### src/rtl/ps2_key_event_queue_if.sv
// Key-event pop interface between the PS/2 front end and its consumer.
//   evt_valid  : head entry present (driven by the queue)
//   evt_ready  : consumer takes the head entry this cycle
//   evt_code   : head scan code
//   evt_ext    : head event carried the 0xE0 prefix
//   evt_break  : head event is a release
// master = the queue, slave = the consumer.
interface ps2_key_event_queue_if;
  logic       evt_valid;
  logic       evt_ready;
  logic [7:0] evt_code;
  logic       evt_ext;
  logic       evt_break;

  modport master (
    output evt_valid, evt_code, evt_ext, evt_break,
    input  evt_ready
  );

  modport slave (
    input  evt_valid, evt_code, evt_ext, evt_break,
    output evt_ready
  );
endinterface

### src/rtl/ps2_key_event_queue.sv
// PS/2 keyboard front end: synchronises the raw PS/2 pins, deframes 11-bit
// device-to-host frames, decodes E0/F0 prefixed scan codes into key events,
// tracks modifier keys, filters typematic repeats and queues events in a FIFO.
// Ports:
//   clk, clrn         system clock, async active-low reset
//   ps2_clk, ps2_data raw PS/2 pins (asynchronous)
//   en                1 = queue decoded events, 0 = drop them
//   evt               pop interface (valid/ready + registered head entry)
//   evt_count         FIFO occupancy
//   mods              {ralt, lalt, rctrl, lctrl, rshift, lshift}
//   cur_key           last queued event {16'h0, E0?, F0?, code}
//   overflow, ovf_clr sticky drop flag and its clear
//   frame_err         one-cycle pulse per discarded frame
//
// Receiver FSM
//   state   | meaning
//   RX_IDLE | waiting for a start bit (data low on a clock fall)
//   RX_RECV | collecting data, parity and stop bits; timeout armed
// Decoder FSM
//   state    | meaning
//   DEC_IDLE | no prefix pending
//   DEC_E0   | 0xE0 seen
//   DEC_F0   | 0xF0 seen
//   DEC_E0F0 | 0xE0 0xF0 seen
module ps2_key_event_queue #(
  parameter int FIFO_DEPTH     = 8,
  parameter int SYNC_STAGES    = 2,
  parameter int TIMEOUT_CYCLES = 50000,
  parameter int FILTER_REPEAT  = 1
) (
  input  logic                          clk,
  input  logic                          clrn,
  input  logic                          ps2_clk,
  input  logic                          ps2_data,
  input  logic                          en,
  ps2_key_event_queue_if.master         evt,
  output logic [$clog2(FIFO_DEPTH):0]   evt_count,
  output logic [5:0]                    mods,
  output logic [31:0]                   cur_key,
  output logic                          overflow,
  input  logic                          ovf_clr,
  output logic                          frame_err
);

  localparam int PTR_W = $clog2(FIFO_DEPTH);
  localparam int CNT_W = PTR_W + 1;
  localparam int TMO_W = $clog2(TIMEOUT_CYCLES + 1);

  typedef enum logic {RX_IDLE, RX_RECV} rx_state_t;
  typedef enum logic [1:0] {DEC_IDLE, DEC_E0, DEC_F0, DEC_E0F0} dec_state_t;

  // ---------------- synchroniser and edge detect ----------------
  logic [SYNC_STAGES-1:0] ps2c_sync_q, ps2d_sync_q;
  logic                   ps2c_prev_q;
  logic                   ps2c_s, ps2d_s, fall;

  always_ff @(posedge clk or negedge clrn) begin
    if (!clrn) begin
      ps2c_sync_q <= '1;
      ps2d_sync_q <= '1;
      ps2c_prev_q <= 1'b1;
    end else begin
      ps2c_sync_q <= {ps2c_sync_q[SYNC_STAGES-2:0], ps2_clk};
      ps2d_sync_q <= {ps2d_sync_q[SYNC_STAGES-2:0], ps2_data};
      ps2c_prev_q <= ps2c_s;
    end
  end

  assign ps2c_s = ps2c_sync_q[SYNC_STAGES-1];
  assign ps2d_s = ps2d_sync_q[SYNC_STAGES-1];
  assign fall   = ps2c_prev_q & ~ps2c_s;

  // ---------------- receiver ----------------
  rx_state_t  rx_q, rx_d;
  logic [3:0] bit_cnt_q, bit_cnt_d;
  logic [8:0] shift_q, shift_d;      // {parity, data[7:0]} once complete
  logic [TMO_W-1:0] tmo_q, tmo_d;
  logic       byte_vld_q, byte_vld_d;
  logic [7:0] byte_q, byte_d;
  logic       ferr_q, ferr_d;

  always_ff @(posedge clk or negedge clrn) begin
    if (!clrn) begin
      rx_q       <= RX_IDLE;
      bit_cnt_q  <= '0;
      shift_q    <= '0;
      tmo_q      <= '0;
      byte_vld_q <= 1'b0;
      byte_q     <= '0;
      ferr_q     <= 1'b0;
    end else begin
      rx_q       <= rx_d;
      bit_cnt_q  <= bit_cnt_d;
      shift_q    <= shift_d;
      tmo_q      <= tmo_d;
      byte_vld_q <= byte_vld_d;
      byte_q     <= byte_d;
      ferr_q     <= ferr_d;
    end
  end

  always_comb begin
    rx_d       = rx_q;
    bit_cnt_d  = bit_cnt_q;
    shift_d    = shift_q;
    tmo_d      = tmo_q;
    byte_vld_d = 1'b0;
    byte_d     = byte_q;
    ferr_d     = 1'b0;
    case (rx_q)
      RX_IDLE: begin
        if (fall && !ps2d_s) begin
          rx_d      = RX_RECV;
          bit_cnt_d = '0;
          tmo_d     = TMO_W'(TIMEOUT_CYCLES - 1);
        end
      end
      RX_RECV: begin
        if (fall) begin
          tmo_d = TMO_W'(TIMEOUT_CYCLES - 1);
          if (bit_cnt_q == 4'd9) begin
            // Stop edge: odd parity means the 9 collected bits XOR to 1.
            rx_d = RX_IDLE;
            if ((^shift_q) && ps2d_s) begin
              byte_vld_d = 1'b1;
              byte_d     = shift_q[7:0];
            end else begin
              ferr_d = 1'b1;
            end
          end else begin
            shift_d   = {ps2d_s, shift_q[8:1]};
            bit_cnt_d = bit_cnt_q + 4'd1;
          end
        end else if (tmo_q == '0) begin
          rx_d   = RX_IDLE;
          ferr_d = 1'b1;
        end else begin
          tmo_d = tmo_q - TMO_W'(1);
        end
      end
      default: rx_d = RX_IDLE;
    endcase
  end

  assign frame_err = ferr_q;

  // ---------------- decoder ----------------
  dec_state_t dec_q, dec_d;
  logic       emit, ev_ext, ev_brk;
  logic       non_key;

  assign non_key = (byte_q == 8'h00) || (byte_q == 8'hAA) || (byte_q == 8'hEE) ||
                   (byte_q == 8'hFA) || (byte_q == 8'hFE) || (byte_q == 8'hFF);

  always_ff @(posedge clk or negedge clrn) begin
    if (!clrn) dec_q <= DEC_IDLE;
    else       dec_q <= dec_d;
  end

  always_comb begin
    dec_d  = dec_q;
    emit   = 1'b0;
    ev_ext = 1'b0;
    ev_brk = 1'b0;
    if (ferr_q) begin
      dec_d = DEC_IDLE;
    end else if (byte_vld_q) begin
      if (non_key) begin
        dec_d = DEC_IDLE;
      end else if (dec_q == DEC_IDLE && byte_q == 8'hE0) begin
        dec_d = DEC_E0;
      end else if (dec_q == DEC_IDLE && byte_q == 8'hF0) begin
        dec_d = DEC_F0;
      end else if (dec_q == DEC_E0 && byte_q == 8'hF0) begin
        dec_d = DEC_E0F0;
      end else if (dec_q == DEC_E0 && byte_q == 8'hE0) begin
        dec_d = DEC_E0;
      end else begin
        emit   = 1'b1;
        ev_ext = (dec_q == DEC_E0) || (dec_q == DEC_E0F0);
        ev_brk = (dec_q == DEC_F0) || (dec_q == DEC_E0F0);
        dec_d  = DEC_IDLE;
      end
    end
  end

  // ---------------- modifiers and repeat filter ----------------
  logic [5:0] mods_q, mods_d;
  logic       lm_vld_q, lm_vld_d, lm_ext_q, lm_ext_d;
  logic [7:0] lm_code_q, lm_code_d;
  logic       suppress;

  assign suppress = (FILTER_REPEAT != 0) && emit && !ev_brk && lm_vld_q &&
                    (lm_ext_q == ev_ext) && (lm_code_q == byte_q);

  always_comb begin
    mods_d    = mods_q;
    lm_vld_d  = lm_vld_q;
    lm_ext_d  = lm_ext_q;
    lm_code_d = lm_code_q;
    if (emit) begin
      case ({ev_ext, byte_q})
        9'h012: mods_d[0] = !ev_brk;
        9'h059: mods_d[1] = !ev_brk;
        9'h014: mods_d[2] = !ev_brk;
        9'h114: mods_d[3] = !ev_brk;
        9'h011: mods_d[4] = !ev_brk;
        9'h111: mods_d[5] = !ev_brk;
        default: ;
      endcase
      // Any release ends a typematic run, so the filter forgets its key.
      if (ev_brk) begin
        lm_vld_d = 1'b0;
      end else if (!suppress) begin
        lm_vld_d  = 1'b1;
        lm_ext_d  = ev_ext;
        lm_code_d = byte_q;
      end
    end
  end

  always_ff @(posedge clk or negedge clrn) begin
    if (!clrn) begin
      mods_q    <= '0;
      lm_vld_q  <= 1'b0;
      lm_ext_q  <= 1'b0;
      lm_code_q <= '0;
    end else begin
      mods_q    <= mods_d;
      lm_vld_q  <= lm_vld_d;
      lm_ext_q  <= lm_ext_d;
      lm_code_q <= lm_code_d;
    end
  end

  assign mods = mods_q;

  // ---------------- event FIFO ----------------
  logic [9:0]       mem_q [FIFO_DEPTH];
  logic [PTR_W-1:0] wr_ptr_q, rd_ptr_q, rd_nxt;
  logic [CNT_W-1:0] count_q, count_d;
  logic [9:0]       head_q, head_d, push_word;
  logic             push_req, push_ok, pop, full;
  logic             ovf_q, ovf_d;
  logic [31:0]      key_q, key_d;

  assign full      = (count_q == CNT_W'(FIFO_DEPTH));
  assign pop       = (count_q != '0) && evt.evt_ready;
  assign push_req  = emit && !suppress && en;
  assign push_ok   = push_req && (!full || pop);
  assign push_word = {ev_ext, ev_brk, byte_q};
  assign rd_nxt    = rd_ptr_q + PTR_W'(1);
  assign count_d   = count_q + CNT_W'(push_ok) - CNT_W'(pop);

  // The head register is loaded ahead of time so the consumer always sees
  // a registered entry; an empty FIFO takes the pushed word directly.
  always_comb begin
    head_d = head_q;
    if (pop) begin
      if (count_q > CNT_W'(1)) head_d = mem_q[rd_nxt];
      else if (push_ok)        head_d = push_word;
    end else if (push_ok && count_q == '0) begin
      head_d = push_word;
    end
  end

  always_comb begin
    ovf_d = ovf_q;
    if (ovf_clr)                  ovf_d = 1'b0;
    if (push_req && full && !pop) ovf_d = 1'b1;
  end

  always_comb begin
    key_d = key_q;
    if (push_ok) key_d = {16'h0, ev_ext ? 8'hE0 : 8'h00, ev_brk ? 8'hF0 : 8'h00, byte_q};
  end

  always_ff @(posedge clk) begin
    if (push_ok) mem_q[wr_ptr_q] <= push_word;
  end

  always_ff @(posedge clk or negedge clrn) begin
    if (!clrn) begin
      wr_ptr_q <= '0;
      rd_ptr_q <= '0;
      count_q  <= '0;
      head_q   <= '0;
      ovf_q    <= 1'b0;
      key_q    <= '0;
    end else begin
      if (push_ok) wr_ptr_q <= wr_ptr_q + PTR_W'(1);
      if (pop)     rd_ptr_q <= rd_nxt;
      count_q <= count_d;
      head_q  <= head_d;
      ovf_q   <= ovf_d;
      key_q   <= key_d;
    end
  end

  assign evt.evt_valid = (count_q != '0);
  assign evt.evt_ext   = head_q[9];
  assign evt.evt_break = head_q[8];
  assign evt.evt_code  = head_q[7:0];
  assign evt_count     = count_q;
  assign overflow      = ovf_q;
  assign cur_key       = key_q;

endmodule

### src/flat_wrapper.sv
// flat-port wrapper written by rule: the top's interface ports become plain ports
module ps2_key_event_queue_flat 
#(
  parameter int FIFO_DEPTH     = 8,
  parameter int SYNC_STAGES    = 2,
  parameter int TIMEOUT_CYCLES = 50000,
  parameter int FILTER_REPEAT  = 1
)
  (clk, clrn, ps2_clk, ps2_data, en, evt_count, mods, cur_key, overflow, ovf_clr, frame_err, evt_evt_valid, evt_evt_code, evt_evt_ext, evt_evt_break, evt_evt_ready);
  ps2_key_event_queue_if evt_i ();
  input  logic clk;
  input  logic clrn;
  input  logic ps2_clk;
  input  logic ps2_data;
  input  logic en;
  output logic [$clog2(FIFO_DEPTH):0] evt_count;
  output logic [5:0] mods;
  output logic [31:0] cur_key;
  output logic overflow;
  input  logic ovf_clr;
  output logic frame_err;
  output wire logic [$bits(evt_i.evt_valid)-1:0] evt_evt_valid;
  output wire logic [$bits(evt_i.evt_code)-1:0] evt_evt_code;
  output wire logic [$bits(evt_i.evt_ext)-1:0] evt_evt_ext;
  output wire logic [$bits(evt_i.evt_break)-1:0] evt_evt_break;
  input wire logic [$bits(evt_i.evt_ready)-1:0] evt_evt_ready;
  assign evt_evt_valid = evt_i.evt_valid;
  assign evt_evt_code = evt_i.evt_code;
  assign evt_evt_ext = evt_i.evt_ext;
  assign evt_evt_break = evt_i.evt_break;
  assign evt_i.evt_ready = evt_evt_ready;
  ps2_key_event_queue #(.FIFO_DEPTH(FIFO_DEPTH), .SYNC_STAGES(SYNC_STAGES), .TIMEOUT_CYCLES(TIMEOUT_CYCLES), .FILTER_REPEAT(FILTER_REPEAT)) u_core (.clk(clk), .clrn(clrn), .ps2_clk(ps2_clk), .ps2_data(ps2_data), .en(en), .evt(evt_i), .evt_count(evt_count), .mods(mods), .cur_key(cur_key), .overflow(overflow), .ovf_clr(ovf_clr), .frame_err(frame_err));
endmodule
### config.mk
export PLATFORM = sky130hd
export DESIGN_NAME = ps2_key_event_queue_flat
export DESIGN_NICKNAME = d
export VERILOG_FILES = /design/src/rtl/ps2_key_event_queue_if.sv /design/src/rtl/ps2_key_event_queue.sv /design/src/flat_wrapper.sv
export SDC_FILE = /design/constraint.sdc
export NUM_CORES = 1
export LEC_CHECK = 0
export ABC_AREA = 1
export CAP_MARGIN = 20
export CORE_ASPECT_RATIO = 0.75
export CORE_MARGIN = 4
export CORE_UTILIZATION = 27
export DETAILED_ROUTE_END_ITERATION = 8
export GPL_ROUTABILITY_DRIVEN = 1
export PLACE_DENSITY = 0.47
export SKIP_CTS_REPAIR_TIMING = 1
export SKIP_LAST_GASP = 1
export SYNTH_ARGS = -nofsm -noshare
export SYNTH_HDL_FRONTEND = slang
export SYNTH_SLANG_ARGS = --single-unit
### constraint.sdc
create_clock -name clk -period 2.6 [get_ports clk]
set_input_delay 0.78 -clock clk [delete_from_list [all_inputs] [get_ports clk]]
set_output_delay 0.78 -clock clk [all_outputs]
set_load 0.05 [all_outputs]
==> impl_metrics.csv <==
group,metric,value,unit
synthesis,synthTopLogicFamily,"simple AND/OR/NAND/NOR gates",
finish,mi_logic_area,0.00270,mm²
pwr,power-per-cell-area,900,mW/mm²
synthesis,count_of_flip_flops_with_a_built_in_enable_after_synthesis,80,
floorplanning,die_y,157,µm
detailed_routing,detail-route-antenna-nets,0,
synthesis,post_synth_inst_count,810,
setup_path,worstSetupStartpoint,"u_core.frame_err",
synthesis,ys_cells,810,
pwr,power_sequential,3.29,mW
setup_path,critical_path.endpoint_type,"output pin",
global_routing,grt_max_degree,72,
timing,layout_setup_ws,0.0802,ns
global_routing,first_pass_grt_wire_length,32600,µm
finish,antennaDiodeCount,0,
clock_network,clk_transition_reported_paths,0.07,ns
global_routing,global_route.overflow_total,0,
synthesis,yosysMostFrequentCell,"sky130_fd_sc_hd__nand2_1",
detailed_routing,met1Wirelength,10800,µm
placed_design,placement.cell_area,0.00913,mm²
synthesis,synth.ff_latch_count,174,
synthesis,ys_async_sr_fraction,54.0,%
global_routing,groute.layer.met1.usage,20.3,%
detailed_routing,route.detailed.vias_per_inst,4.38,
pwr,switching_power_share_of_the_total,38.2,%
synthesis,aoi_share,10.5,%
setup_path,critical_path.endpoint,"frame_err",
synthesis,yosys_most_used_dff,"sky130_fd_sc_hd__dfrtp_1",
run_status,run_status,"completed",
finish,nFlopsAndLatches,174,
pwr,power_clock,2.57,mW
setup_path,crit_start_category,"flop",
pwr,clock_power_share,29.3,%
synthesis,synth.area.mux_share,0.142,%
setup_path,cpMaxStageDelayCell,"sky130_fd_sc_hd__clkdlybuf4s50_1",
finish,design.final.nets,912,
timing,hold_viol_final,0,
placed_design,place_congestion,0.858,
synthesis,mappedNetlistArea,0.00796,mm²
floorplanning,area_of_the_die,0.0323,mm²
finish,clockBufferCount,18,
finish,largest_reg_flops,80,
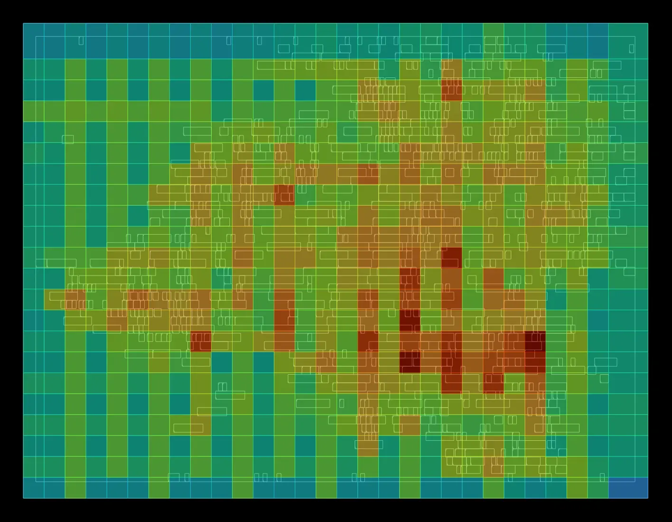
*Routing congestion map*
drt wl/cell: 15.9 µm
met3 Resource Use GR: 3.77%

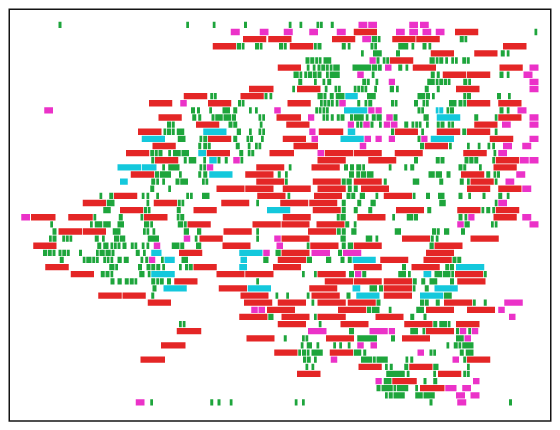
*Placement by cell class*
red -> sequential cells  # cells 174, share of their area 52%
cyan -> clock drivers and dummy loads  # cells 32, share of their area 6.3%
green -> remaining logic cells  # cells 604, share of their area 32%
magenta -> remaining buffers and delay cells  # cells 96, share of their area 9.6%
post-route design area: 0.00972 mm²
standard cell core area: 0.0291 mm²
Util after Layout: 33.5%
flip-flop and latch share of the layout cell area: 49.0%
# rows: 54

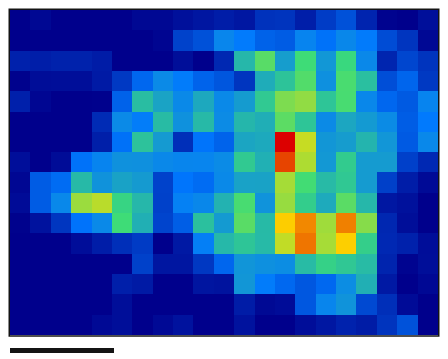
*Wire density map*
The bar under the picture is 50 µm long. 21 x 16 tiles, from dark blue (low) to red (high), scaled to the fullest tile. Values are wire area over tile area, all layers added.
tiles over half the peak = 8.9%
densest ninth of the die = middle
nearly empty tiles = 25%
fullest tile = 0.49
final WL: 20600 µm
all-layer global routing usage: 13.3%
count of vias placed by the detailed router: 5680

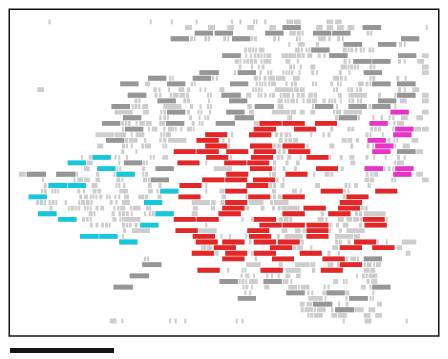
*Sequential cells coloured by netlist name*
The bar under the picture is 50 µm long.
magenta -> `u_core.head_q`  # flops 10, where right middle
cyan -> `u_core.tmo_q`  # flops 16, where left middle
red -> `u_core.mem_q`  # flops 80
not coloured = 68

Power and IR drop assume default switching activity.
